### config.mk
export PLATFORM = sky130hd
export DESIGN_NAME = spi_xfer_ctrl
export DESIGN_NICKNAME = d
export VERILOG_FILES = /design/src/rtl/spi_xfer_ctrl.sv
export SDC_FILE = /design/constraint.sdc
export NUM_CORES = 1
export LEC_CHECK = 0
export ABC_AREA = 1
export CAP_MARGIN = 10
export CORE_ASPECT_RATIO = 0.6
export CORE_MARGIN = 2
export CORE_UTILIZATION = 30
export DETAILED_ROUTE_END_ITERATION = 6
export MAX_ROUTING_LAYER = met4
export SETUP_SLACK_MARGIN = 0.5
export SYNTH_ARGS = -nofsm -noshare
export SYNTH_HDL_FRONTEND = slang
export SYNTH_SLANG_ARGS = --single-unit
### constraint.sdc
create_clock -name clk -period 2.8 [get_ports clk]
set_input_delay 0.56 -clock clk [delete_from_list [all_inputs] [get_ports clk]]
set_output_delay 0.56 -clock clk [all_outputs]
set_load 0.02 [all_outputs]
### src/rtl/spi_xfer_ctrl.sv
// SPI master transaction controller: frames one DATA_WIDTH-bit transfer with chip select and a gated sclk divider.
// Optional macro SPI_LSB_FIRST_EN: shift LSB first in both directions (default MSB first).
module spi_xfer_ctrl #(
    parameter int unsigned DATA_WIDTH = 8,
    parameter int unsigned FREQ_CNT   = 1,
    parameter int unsigned CNT_WIDTH  = 1,
    parameter int unsigned CPOL       = 1,
    parameter int unsigned CPHA       = 0,
    parameter int unsigned CS_SETUP   = 2,
    parameter int unsigned CS_HOLD    = 2
) (
    input  logic                  clk,
    input  logic                  rst,
    input  logic                  start,
    input  logic [DATA_WIDTH-1:0] tx_data,
    input  logic                  miso,
    output logic                  busy,
    output logic                  done,
    output logic [DATA_WIDTH-1:0] rx_data,
    output logic                  sclk,
    output logic                  mosi,
    output logic                  cs_n
);

    localparam logic        SCLK_IDLE = (CPOL != 0);
    localparam int unsigned LAST_EDGE = 2 * DATA_WIDTH;
    localparam int unsigned EDGE_W    = $clog2(LAST_EDGE + 1);
    localparam int unsigned PH_MAX    = (CS_SETUP > CS_HOLD) ? CS_SETUP : CS_HOLD;
    localparam int unsigned PH_W      = $clog2(PH_MAX + 1);

    typedef enum logic [1:0] {IDLE, SETUP, XFER, HOLD} state_t;

    state_t                state_q, state_d;
    logic [PH_W-1:0]       ph_q, ph_d;
    logic [CNT_WIDTH-1:0]  div_q, div_d;
    logic [EDGE_W-1:0]     edge_q, edge_d;
    logic [DATA_WIDTH-1:0] sh_q, sh_d;
    logic [DATA_WIDTH-1:0] rx_q, rx_d;
    logic                  sclk_q, sclk_d;
    logic                  cs_n_q, cs_n_d;
    logic                  mosi_q, mosi_d;
    logic                  busy_q, busy_d;
    logic                  done_q, done_d;

    logic                  out_bit, first_bit;
    logic [DATA_WIDTH-1:0] sh_in;
    logic [EDGE_W-1:0]     edge_nxt;
    logic                  lead, last;

`ifdef SPI_LSB_FIRST_EN
    assign out_bit   = sh_q[0];
    assign first_bit = tx_data[0];
    assign sh_in     = {miso, sh_q[DATA_WIDTH-1:1]};
`else
    assign out_bit   = sh_q[DATA_WIDTH-1];
    assign first_bit = tx_data[DATA_WIDTH-1];
    assign sh_in     = {sh_q[DATA_WIDTH-2:0], miso};
`endif

    assign edge_nxt = edge_q + EDGE_W'(1);
    assign lead     = edge_nxt[0];
    assign last     = (edge_nxt == EDGE_W'(LAST_EDGE));

    always_ff @(posedge clk or negedge rst) begin
        if (!rst) begin
            state_q <= IDLE;
            ph_q    <= '0;
            div_q   <= '0;
            edge_q  <= '0;
            sh_q    <= '0;
            rx_q    <= '0;
            sclk_q  <= SCLK_IDLE;
            cs_n_q  <= 1'b1;
            mosi_q  <= 1'b0;
            busy_q  <= 1'b0;
            done_q  <= 1'b0;
        end else begin
            state_q <= state_d;
            ph_q    <= ph_d;
            div_q   <= div_d;
            edge_q  <= edge_d;
            sh_q    <= sh_d;
            rx_q    <= rx_d;
            sclk_q  <= sclk_d;
            cs_n_q  <= cs_n_d;
            mosi_q  <= mosi_d;
            busy_q  <= busy_d;
            done_q  <= done_d;
        end
    end

    always_comb begin
        state_d = state_q;
        ph_d    = ph_q;
        div_d   = div_q;
        edge_d  = edge_q;
        sh_d    = sh_q;
        rx_d    = rx_q;
        sclk_d  = sclk_q;
        cs_n_d  = cs_n_q;
        mosi_d  = mosi_q;
        busy_d  = busy_q;
        done_d  = 1'b0;

        case (state_q)
            IDLE: begin
                if (start) begin
                    state_d = SETUP;
                    ph_d    = '0;
                    sh_d    = tx_data;
                    cs_n_d  = 1'b0;
                    busy_d  = 1'b1;
                    mosi_d  = (CPHA == 0) ? first_bit : 1'b0;
                end
            end
            // The acceptance cycle plus CS_SETUP counted cycles precede divider enable.
            SETUP: begin
                if (ph_q == PH_W'(CS_SETUP)) begin
                    state_d = XFER;
                    ph_d    = '0;
                    div_d   = '0;
                    edge_d  = '0;
                end else begin
                    ph_d = ph_q + PH_W'(1);
                end
            end
            XFER: begin
                if (div_q == CNT_WIDTH'(FREQ_CNT)) begin
                    div_d  = '0;
                    sclk_d = ~sclk_q;
                    edge_d = edge_nxt;
                    if (lead) begin
                        if (CPHA == 0) sh_d   = sh_in;
                        else           mosi_d = out_bit;
                    end else begin
                        if (CPHA != 0)  sh_d   = sh_in;
                        else if (!last) mosi_d = out_bit;
                    end
                    if (last) begin
                        state_d = HOLD;
                        edge_d  = '0;
                        ph_d    = '0;
                    end
                end else begin
                    div_d = div_q + CNT_WIDTH'(1);
                end
            end
            HOLD: begin
                if (ph_q == PH_W'(CS_HOLD - 1)) begin
                    state_d = IDLE;
                    ph_d    = '0;
                    cs_n_d  = 1'b1;
                    busy_d  = 1'b0;
                    mosi_d  = 1'b0;
                    done_d  = 1'b1;
                    rx_d    = sh_q;
                end else begin
                    ph_d = ph_q + PH_W'(1);
                end
            end
            default: state_d = IDLE;
        endcase
    end

    assign busy    = busy_q;
    assign done    = done_q;
    assign rx_data = rx_q;
    assign sclk    = sclk_q;
    assign mosi    = mosi_q;
    assign cs_n    = cs_n_q;

endmodule

### Close-up of the layout

Window x 62 to 82, y 35 to 55 µm. Cells in gray, sequential cells in the stronger gray; small squares are vias.
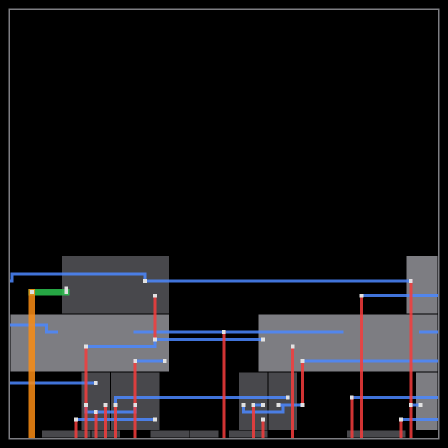
layer	color
M3	green
M1	blue
M4	orange
M2	red
sequential cells in the window	2
cells with their middle in the window	7
netlist names of flops here include	ph_q (2)
most frequent	nand2_1 (2), dfrtp_1 (2)

### The clock network

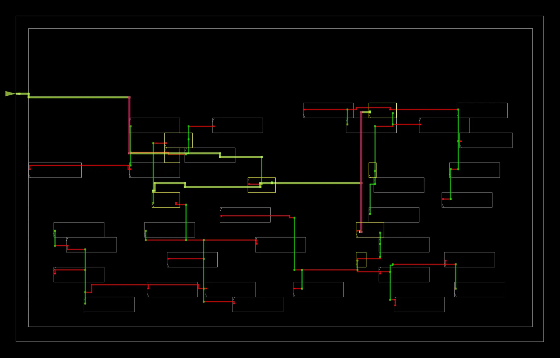
TritonCTS Buffers: 5
clk pwr: 0.000349 W

==> Slide: Implementation Results <==
Flow Results at a Glance

Clock tree
  – CTS H-tree lvls: 2
  – Post-CTS setup buffers: 0
  – CTS tree: done
  – Clk slew on worst S/H paths: 0.07 ns
  – Clock sink total: 31
  – Max Root-Sink Buffers: 2

Yosys
  – Main flop type: dfrtp_1
  – AO/OA Area Share: 17.0%
  – Seq share, synth: 50.7%
  – Synthesized instance count: 178
  – Comb area leader: simple AND/OR/NAND/NOR gates
  – Post-synth ARST share: 100%
  – Distinct lib cells: 26
  – Synth mux share: 0%
  – Adder share: 4.08%
  – Simple Share, Synth: 18.8%
  – Synthesized area per cell: 8.62 µm²
  – Flip-flops with a built-in enable: 0
  – Floorplan Nets: 195

Worst setup path
  – Slowest cell on crit path: a211oi_4
  – Max stage delay on crit path: 0.58 ns
  – WP buf/inv: 1
  – Critical Path Stages: 6
  – Arr. time, crit path: 2.19 ns
  – Largest delay contributor family on the critical path: AND-OR/OR-AND gates
  – Critical R2R Capture: sh_q[2]$_DFFE_PN0P_
  – Worst R2R Setup Slack: 0.83 ns
  – Type of the worst setup path: flop to flop
  – Worst setup path start: state_q[0]$_DFFE_PN0P_
  – Startpoint Class: flop

Floorplan
  – Core Util at FP: 30.6%
  – # IOs: 25
  – FP Rows: 20
  – Total core area: 5000 µm²
  – Chip area: 5720 µm²

Timing
  – Setup TNS: 0 ns
  – Final Hold Fails: 0
  – PnR worst setup slack: 0.827 ns
  – Crit share post-route: 70.5%
  – Fin crit period: 1.97 ns
  – Measured slew at the worst slew-check pin: 0.633 ns
  – RSZ-0062 raised after global routing: no

Detailed routing
  – Routed len/inst: 11.3 µm
  – DRC violations left: 0
  – Routed WL: 3090 µm
  – Wire length on met1: 1810 µm
  – Via count: 1220
  – Met3 WL: 156 µm
  – 1st-pass router iterations: 4
  – Post-route ant nets: 0

Cells and area
  – Area Overhead vs Synth: 25.7%
  – Finished layout cell area: 1930 µm²
  – N_diodes: 0
  – Nets: 224
  – Non-filler cells, final: 274
  – Post-layout util: 38.5%
  – Share of layout cells above drive strength 1: 8.65%

Place
  – Placed cell areas: 1840 µm²
  – Detailed placement HPWL: 2300 µm
  – Post-Place Cells: 266
  – Pre-CTS WS: 0.705 ns
  – Routability cong.: 0.827
  – I/O Buffers: 24

Global route
  – Gr busiest metal: met1
  – First-pass GRT wire length: 5240 µm
  – Grt met1 use: 19.6%
  – Largest net degree at the start of global routing: 32
  – Total track usage: 13.0%
  – Vias in the first global route: 1071
  – Total global routing overflow: 0
  – Grt met3 use: 4.58%

Run
  – Tool warnings: 29

Pwr
  – Net Switching: 0.000956 W
  – P_int: 0.00127 W
  – Power share of the combinational group: 50.1%
  – Switching share of total power: 42.9%
  – Power Total: 0.00223 W

Min path
  – Worst Hold Class: flop to flop
  – Hold path cells: 2
  – Hold Startpoint: rx_data[6]$_DFFE_PN0P_

Run status
  – Status: completed
## final cells by class
| cell class | instances | area (µm²) |
|---|---|---|
| clock buffer | 6 | 72.6 |
| tap | 66 | 82.6 |
| sequential | 31 | 778 |
| inverter | 28 | 105 |
| timing repair buffer | 26 | 255 |
| clock inverter | 2 | 12.5 |
| multi-input combinational | 115 | 622 |
| fill | 514 | 3080 |
## state kept, by name, indices dropped and copies added (netlist names)
name,cells
rx_data,8
sh_q,8
edge_q,5
ph_q,2
state_q,2
busy,1
cs_n,1
div_q,1
done,1
mosi,1
sclk,1
## synth_stat cells (2+ instances only)
cell | instances | share of area [%]
nand2_1 | 48 | 12
dfrtp_1 | 29 | 47
inv_1 | 28 | 6.9
o21ai_0 | 23 | 7.5
nand3_1 | 9 | 2.9
o211ai_1 | 7 | 3.4
ha_1 | 5 | 4.1
nand4_1 | 5 | 2.0
o22ai_1 | 3 | 1.2
buf_2 | 2 | 0.65
dfstp_2 | 2 | 3.4
nor2_1 | 2 | 0.49
nor2_2 | 2 | 0.82
## placed cells by master (no fill, tap or decap), types with 2 or more instances in the layout
cell type,count
ha_1,5
nand4_1,5
o211ai_1,7
o21ai_0,23
dfstp_2,2
dfrtp_1,29
inv_1,28
nor2_2,2
clkdlybuf4s50_1,24
nand3_1,9
buf_4,2
nand2_1,48
nor2_1,2
clkbuf_8,5
o22ai_1,3
## power groups by stage
| stage | clock [W] | sequential, W | combinational [W] |
|---|---|---|---|
| CTS | 0.000360 | 0.000765 | 0.00112 |
| detailed placement | 0 | 0.000771 | 0.00112 |
| global route | 0.000382 | 0.000789 | 0.00125 |
| floorplan | 0 | 0.000861 | 0.000701 |
| finish | 0.000349 | 0.000764 | 0.00112 |
| global placement | 0 | 0.000767 | 0.00111 |
Power and IR drop assume default switching activity.
